==> config.mk <==
export PLATFORM = sky130hd
export DESIGN_NAME = kernel_window_loader_flat
export DESIGN_NICKNAME = d
export VERILOG_FILES = /design/src/rtl/kernel_window_loader_if.sv /design/src/rtl/kernel_window_loader.sv /design/src/flat_wrapper.sv
export SDC_FILE = /design/constraint.sdc
export NUM_CORES = 1
export LEC_CHECK = 0
export ABC_AREA = 1
export CORE_ASPECT_RATIO = 0.75
export CORE_MARGIN = 4
export CORE_UTILIZATION = 43
export DETAILED_ROUTE_END_ITERATION = 10
export GPL_TIMING_DRIVEN = 0
export PLACE_DENSITY_LB_ADDON = 0.15
export SETUP_SLACK_MARGIN = 0.3
export SKIP_CTS_REPAIR_TIMING = 1
export SLEW_MARGIN = 0
export SYNTH_ARGS = -nofsm -noshare
export SYNTH_HDL_FRONTEND = slang
export SYNTH_SLANG_ARGS = --single-unit
==> constraint.sdc <==
create_clock -name clk -period 8 [get_ports clk]
set_input_delay 1.2 -clock clk [delete_from_list [all_inputs] [get_ports clk]]
set_output_delay 1.2 -clock clk [all_outputs]
set_load 0.03 [all_outputs]
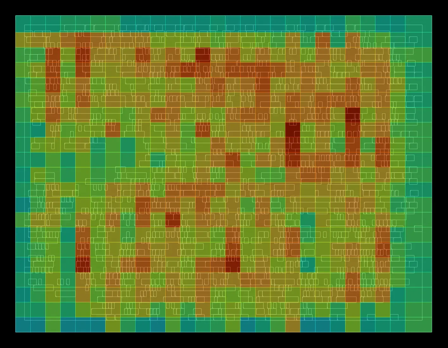
run_1/final_congestion.png
gr usage total: 22.8%
gr busiest metal: met1
routing usage on met1: 38.1%
met3 Use GR: 3.69%

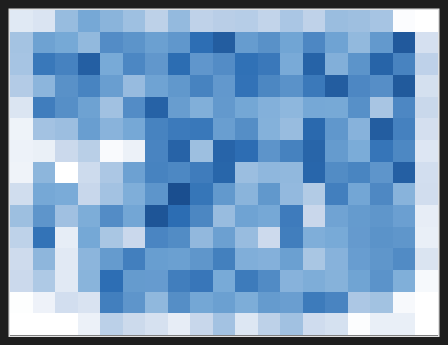
run_1/density.png
The die is cut into 19 by 15 equal tiles; white is low, dark blue is high, 0 to 100% covered.
nearly empty tiles = 3.5%
densest ninth of the die = middle
mean over tiles = 47%
tiles over 75% full = 8.1%
utilization after layout: 54.2%
CORE AREA: 24,900 um2
Starting Density: 43.7%

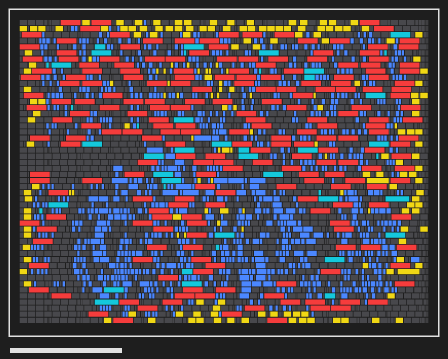
run_1/cell_classes.png
Scale bar: 50 um. Fill, decap, tap and diode cells in grey.
yellow -> other buffers and delay cells  # cells 185, share of their area 13%
cyan -> clock drivers and dummy loads  # cells 43, share of their area 6.1%
blue -> all other logic  # cells 1,039, share of their area 39%
red -> flops  # cells 219, share of their area 42%
Seq area share: 40.6%
fin area: 13,500 um2

==> flow_metrics.env, run 1 <==
# source this file to load flow results
export IMPL_status="completed"
export IMPL_clkbuf_count=39
export IMPL_top_layer="met4"
export IMPL_max_slew_worst_pin_slew_ps=709
export IMPL_synth_area_per_cell_um2=8.32
export IMPL_cts_tree="done"
export IMPL_power_density_nw_per_um2=170
export IMPL_ant_nets=0
export IMPL_drt_wl_total_um=31900
export IMPL_buffer_area_share_pct=12.1
export IMPL_antenna_cells=0
export IMPL_hpwl_um=23600
export IMPL_edf_count=0
export IMPL_grt_pass1_wl_um=50800
export IMPL_use_met2_pct=31.1
export IMPL_synth_largest_area_cell="dfrtp_1"
export IMPL_intPower_mw=1.81
export IMPL_die_h_um=146
export IMPL_ys_top_logic_family="simple AND/OR/NAND/NOR gates"
export IMPL_ys_async_sr_fraction_pct=100
export IMPL_critPathLaunchType="input port"
export IMPL_numSynthFlops=219
export IMPL_antenna_found_initial=0
export IMPL_top_level_ports=135
export IMPL_area_growth_syn_to_layout_pct=24.1
export IMPL_p_switching_mw=0.478
export IMPL_tap_cells=338
export IMPL_tns_ps=0
export IMPL_slowest_delay_ps=480
export IMPL_yosysWarnings=0
export IMPL_buffers=185
export IMPL_drc=0
export IMPL_flop_area_um2=5480
export IMPL_synth_top_area_share_pct=50.4
export IMPL_cp_data_required_time_ps=8400
export IMPL_synthDistinctLibCells=40
export IMPL_clkCellAreaFrac_pct=5.91
export IMPL_yosys_area_share_aoi_pct=14.8
export IMPL_comb_area_share_pct=35.4
export IMPL_htreeDepth=1
export IMPL_grt_overflow_total=0
export IMPL_final_cell_mix="372 x nand2_1, 219 x dfrtp_1, 149 x a21oi_1"
export IMPL_wl_met1_um=16700
export IMPL_power_leader="the clock network"
export IMPL_path_cells="clkdlybuf4s50_1, inv_2, nand2_2, nand3_4, inv_2, nand2_1, buf_2, buf_2, o22ai_1, a21oi_1, ha_1, ha_1, nand3_1, nand2_1, a21boi_0, o21ai_0, nand2_1, nand3b_1, nand3_1, nand2_1"
export IMPL_final_cells=1824
export IMPL_end_kind="flop"
export IMPL_p_seq_share_pct=48.4
export IMPL_comb_cell_power_mw=0.0591
export IMPL_largest_reg_flops=72
export IMPL_clkTransAtPathRegs_ps=60
export IMPL_hold_violations=0
export IMPL_fmax_mhz=210
export IMPL_fillCellCount=2416
export IMPL_clk_latency_ps=510
export IMPL_vias_per_cell=5.16
export IMPL_drv_slew=0
export IMPL_dr_wl_met2_um=12600
export IMPL_cts_root_buf="clkbuf_16"
export IMPL_clock_path_buffers=3
export IMPL_dr_wl_met3_um=2130
export IMPL_total_power_mw=2.29
export IMPL_cp_depth=20
export IMPL_die_w_um=192
export IMPL_ys_sh_mux_pct=0
export IMPL_syn_inst=1307
export IMPL_logic_gates=939
export IMPL_portBuffers=134
export IMPL_ys_area_um2=10900
export IMPL_peakVddDrop_v=0.000123
export IMPL_dr_total_vias=9403
export IMPL_period_minus_slack_ps=4750
export IMPL_grt_max_degree=96
export IMPL_ys_top_cells_by_area="dfrtp_1 50%, nand2_1 13%, a21oi_1 6.9%"
export IMPL_nNonClkInverters=100
export IMPL_drt_iter0_drc=656
export IMPL_cp_arrival_ps=5150
export IMPL_numCtsBuffers=24
export IMPL_xor_share_pct=1.61
export IMPL_floorplan_nets=1403
export IMPL_fa_ha_area_share_pct=6.40
export IMPL_min_path_cells=0
export IMPL_slew_headroom_pct=52.7
export IMPL_skew_ps=6.57
export IMPL_combPwrFrac_pct=2.6
export IMPL_cts_num_sinks=219
export IMPL_synth_area_um2=10900
export IMPL_placed_cell_area_um2=12700
export IMPL_crit_top_cell="nand2_1"
==> run 2, diff against run 1 <==
Clock period 8 ns to 4.5 ns, I/O delays scaled along.
==> run 2 against run 1 <==
Die size unchanged. Critical path type unchanged. Final cell count about the same. Non-clock buffer count up 4.
==> flow_metrics.env, run 2 <==
# source this file to load flow results
export IMPL_ys_top_cells_by_area="dfrtp_1 50%, nand2_1 13%, a21oi_1 6.9%"
export IMPL_edf_count=0
export IMPL_cts_root_buf="clkbuf_16"
export IMPL_grt_pass1_wl_um=51300
export IMPL_floorplan_nets=1403
export IMPL_comb_area_share_pct=35.5
export IMPL_min_path_cells=0
export IMPL_holdWs_ps=348
export IMPL_max_slew_worst_pin_slew_ps=881
export IMPL_fa_ha_area_share_pct=6.40
export IMPL_yosys_area_share_aoi_pct=14.8
export IMPL_total_power_mw=3.95
export IMPL_htreeDepth=1
export IMPL_ys_area_um2=10900
export IMPL_ys_sh_mux_pct=0
export IMPL_skew_ps=13.3
export IMPL_critPathLaunchType="input port"
export IMPL_drt_iter0_drc=731
export IMPL_ant_nets=0
export IMPL_ys_top_logic_family="simple AND/OR/NAND/NOR gates"
export IMPL_syn_inst=1307
export IMPL_drc=0
export IMPL_hold_violations=0
export IMPL_clock_path_buffers=3
export IMPL_cts_num_sinks=219
export IMPL_logic_gates=939
export IMPL_slowest_delay_ps=480
export IMPL_clkCellAreaFrac_pct=5.36
export IMPL_cp_arrival_ps=4420
export IMPL_fillCellCount=2382
export IMPL_path_class="input port to flop"
export IMPL_top_level_ports=135
export IMPL_cts_tree="done"
export IMPL_fmax_mhz=251
export IMPL_slew_headroom_pct=41.2
export IMPL_antenna_found_initial=1
export IMPL_grt_use_met3_pct=3.55
export IMPL_p_switching_mw=0.871
export IMPL_yosysWarnings=0
export IMPL_dr_wl_met3_um=2200
export IMPL_synth_area_per_cell_um2=8.32
export IMPL_crit_top_cell="nand2_1"
export IMPL_status="completed"
export IMPL_buffer_area_share_pct=12.7
export IMPL_xor_share_pct=1.61
export IMPL_end_kind="flop"
export IMPL_placed_cell_area_um2=12800
export IMPL_wl_met1_um=16600
export IMPL_dr_wl_met2_um=12700
export IMPL_comb_cell_power_mw=0.112
export IMPL_fp_util_pct=43.7
export IMPL_synth_top_area_share_pct=50.4
export IMPL_intPower_mw=3.08
export IMPL_ys_async_sr_fraction_pct=100
export IMPL_grt_overflow_total=0
export IMPL_combGateArea_um2=4800
export IMPL_final_cells=1825
export IMPL_cp_depth=21
export IMPL_tns_ps=0
export IMPL_vias_per_cell=5.19
export IMPL_clkbuf_count=29
export IMPL_buffers=189
export IMPL_use_met2_pct=31.4
export IMPL_peakVddDrop_v=0.000245
export IMPL_die_h_um=146
export IMPL_synth_largest_area_cell="dfrtp_1"
export IMPL_synth_area_um2=10900
export IMPL_grt_total_usage_pct=23.0
export IMPL_clk_latency_ps=510
export IMPL_period_minus_slack_ps=3980
export IMPL_antenna_cells=0
export IMPL_largest_reg_flops=72
export IMPL_power_leader="sequential cells"
export IMPL_grt_max_degree=40
export IMPL_area_growth_syn_to_layout_pct=24.4
export IMPL_final_cell_mix="371 x nand2_1, 219 x dfrtp_1, 149 x a21oi_1"
export IMPL_top_layer="met5"
export IMPL_drv_slew=0
export IMPL_period_used_pct=88.4
export IMPL_die_w_um=192
export IMPL_path_cells="clkdlybuf4s50_1, inv_2, nand2_2, nand3_4, inv_2, nand2_1, buf_6, clkbuf_4, o22ai_1, a21oi_1, ha_1, fa_1, nand3_1, nand2_1, nand2_1, nand2_1, inv_1, nor2_1, o21ai_0, nand3b_1, nand2_1"
export IMPL_p_seq_share_pct=49.9
export IMPL_cp_data_required_time_ps=4940
export IMPL_hpwl_um=24000
export IMPL_dp_cells=1785
export IMPL_numCtsBuffers=23
export IMPL_nNonClkInverters=100
export IMPL_combPwrFrac_pct=2.8
export IMPL_synthDistinctLibCells=40
export IMPL_power_density_nw_per_um2=292
export IMPL_core_area_um2=24900
export IMPL_drt_wl_total_um=32100
export IMPL_numSynthFlops=219
export IMPL_flop_area_um2=5480
export IMPL_portBuffers=134
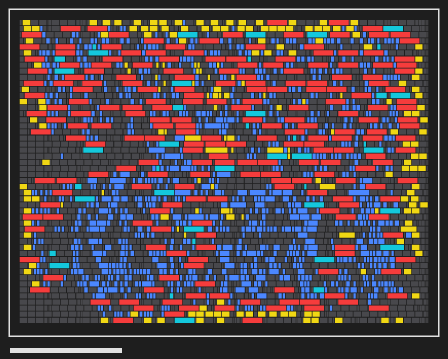
run_2/cell_classes.png
Scale bar: 50 um. Fill, decap, tap and diode cells in grey.
cyan -> clock drivers and dummy loads  # cells 40, share of their area 5.5%
blue -> all other logic  # cells 1,039, share of their area 40%
red -> flops  # cells 219, share of their area 42%
yellow -> other buffers and delay cells  # cells 189, share of their area 13%
fin area: 13,500 um2
FP Rows: 50
utilization after layout: 54.4%
Seq area share: 40.5%

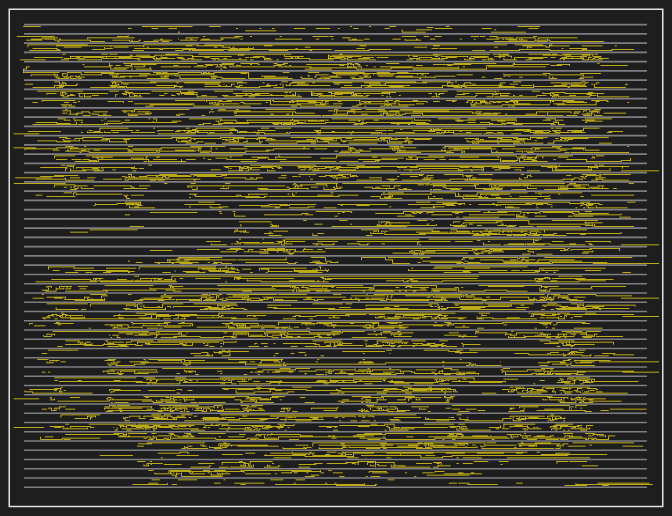
run_2/met1.png
Supply wires on this layer in grey.
longest straight run = 90.2 um
share of all routed wire = 52%
main direction = horizontal
wire length on this layer = 16,600 um
nets with wire on the layer = 1,464
routing usage on met1: 38.7%
DR vias: 9,468

